Fig. 1: the metal 1 layer
Scale bar: 50 µm. Supply wires on this layer in grey.
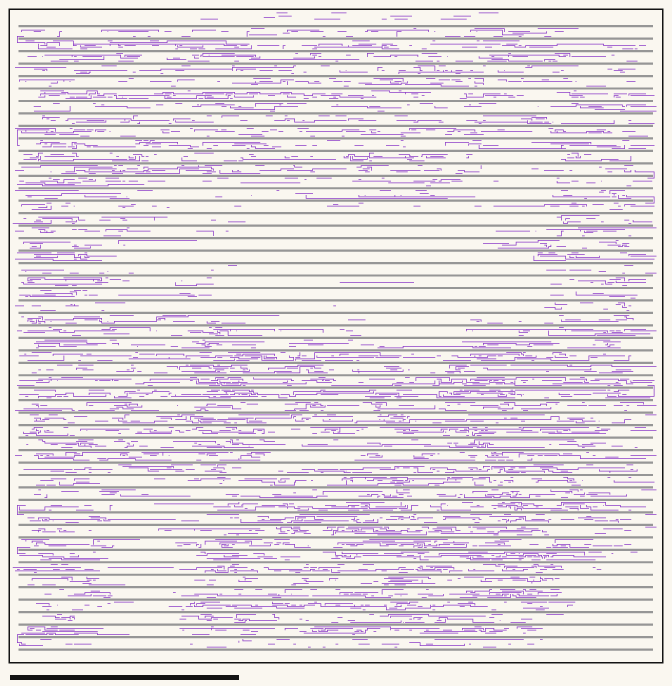
Fig. 2: M2 wires
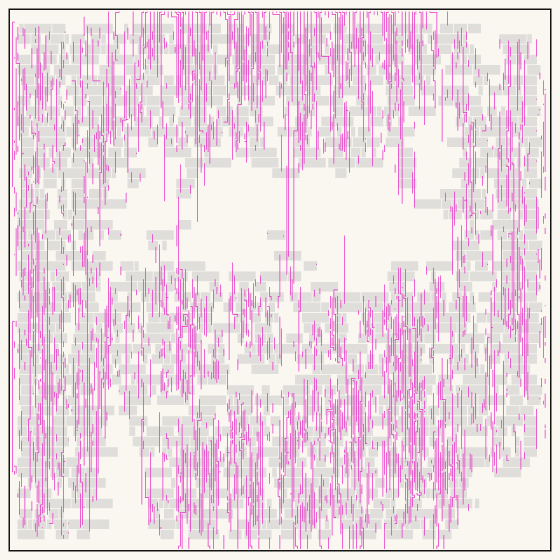
Fig. 3: signal wires on met3
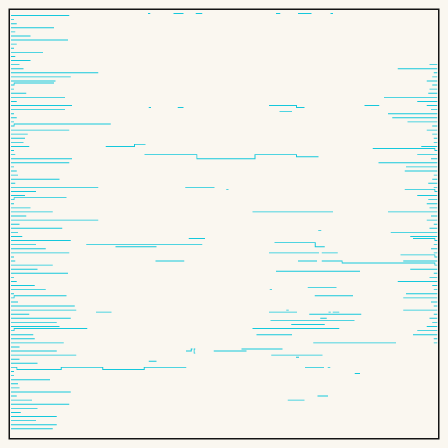
Fig. 4: signal wires on met4
Scale bar: 50 µm. Supply wires on this layer in grey.
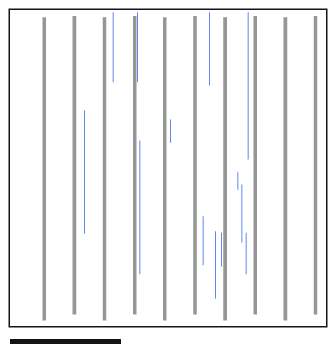
Fig. 5: track usage over the die
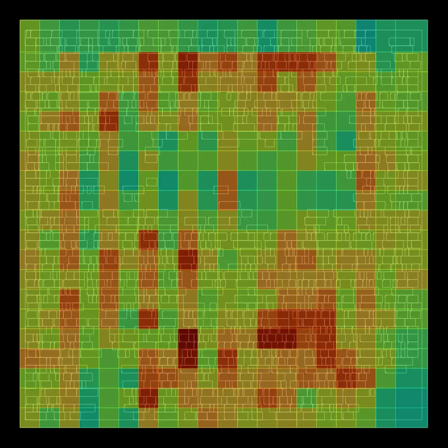
Design vector_frame_ctrl, sky130hd; sources not shown.
==> summary.txt <==
yosys + openroad results -> status=finished clean, clk_skew=15.17 ps, Final Slew Violations=0, minimum clock period=2565 ps, top cells by instance count after synthesis=316 x nand2_1, 191 x dfxtp_1, 150 x a21boi_0, cell count along the critical path=9, ys async rst share=0%, die height=142.3 µm, ANT nets after route=0, Layout Nets=1455, layout cell share with drive strength beyond 1=6.774%, total die size=0.02024 mm², post-route DRC violation count=0, ys cells=999, top-level I/O count=286, hold path depth=2, Largest register FFs=112, Pwr Density=554.2 mW/mm², Chip Area, Yosys=0.008338 mm², Power, Total=6693 µW
-- Fig. 1 (at the start) --
wire length on this layer = 9270 µm
main direction = horizontal
share of all routed wire = 41%
vias after detailed routing: 7757
GRT met1 Usage: 26.14%

-- Fig. 2 (at the start) --
longest straight run = 72.8 µm
main direction = vertical
wire length on this layer = 10900 µm
nets with wire on the layer = 1191
share of all routed wire = 48%
final wirelength: 22590 µm
met2 Use GR: 38.28%

-- Fig. 3 (at the start) --
main direction = horizontal
nets with wire on the layer = 205
longest straight run = 38.2 µm
wire length on this layer = 1970 µm
met3 usage: 7.032%

-- Fig. 4 (at the start) --
wire length on this layer = 405 µm
longest straight run = 66.0 µm
main direction = vertical

-- Fig. 5 (at the start) --
final core utilization: 64.13%
DR WL/cell: 14.48 µm
busiest grt layer: met2

## layout by cell type, fill, tap and decap left out, types with 10 or more instances in the layout
cell / instances
and2_1: 11
nand2_1: 315
xnor2_1: 16
buf_4: 39
xor2_1: 13
nand3_1: 14
inv_1: 12
clkbuf_8: 18
ha_1: 23
a21boi_0: 150
clkdlybuf4s50_1: 283
a21oi_1: 34
dfxtp_1: 191
nor2_1: 26
o21ai_0: 26
mux2i_1: 10
## cells by family after synthesis
group	share of synthesized area, %
xor+xnor	3.046
compound gates	21.77
fa+ha+maj	3.842
mux	1.201
flops	45.86
buf+inv	3.436
simple gates	20.84
## per-stage QoR
stage	util [%]	hold slack [ps]	setup TNS [ps]	area, µm²	cells
2_1_floorplan	-	446.2	0	8346	999
3_3_place_gp	61.85	448.8	-6306	11650	1526
3_5_place_dp	61.85	456.1	-7203	11650	1526
4_1_cts	64.09	470.8	0	12070	1559
5_1_grt	64.13	482.9	0	12080	1560
6_report	64.13	464.6	0	12080	1560
## area by class of cell
type                    count  area, µm²
clock buffers              18      247.7
inverters                  12      45.04
repair buffers            327       3214
flip-flops and latches    191       3824
diodes                      1      2.502
clock inverters            14      148.9
well taps                 260      325.3
fillers                  1582       6754
multi-input cells         737       4269
## tightest hold or removal path: stages (launching register included)
cell and delay [ps]:
dfxtp_1 320, nand2_1 40, a21boi_0 60
## layer usage
metal	wire length [µm]	part of all wire, %	up-vias	track usage (%)
li1	-	-	3926	-
met1	9268	41	3544	26.14
met2	10950	48	260	38.28
met3	1969	8.7	27	7.032
met4	404	1.8	0	8.573
met5	0	0	-	0
## report_power, final
group	internal (µW)	switching, µW	leakage, µW
sequential	3020	122	0.00155
clock	796	1110	0.000207
combinational	792	848	0.00260
total	4610	2080	0.00435
## repair_timing
action,CTS,global route
endpoints found under the setup margin,6,2
setup buffers,1,0
pin swaps,7,1
cloned,0,0
gates resized,6,1
endpoints found under the hold margin,0,0
Power and IR drop assume default switching activity.
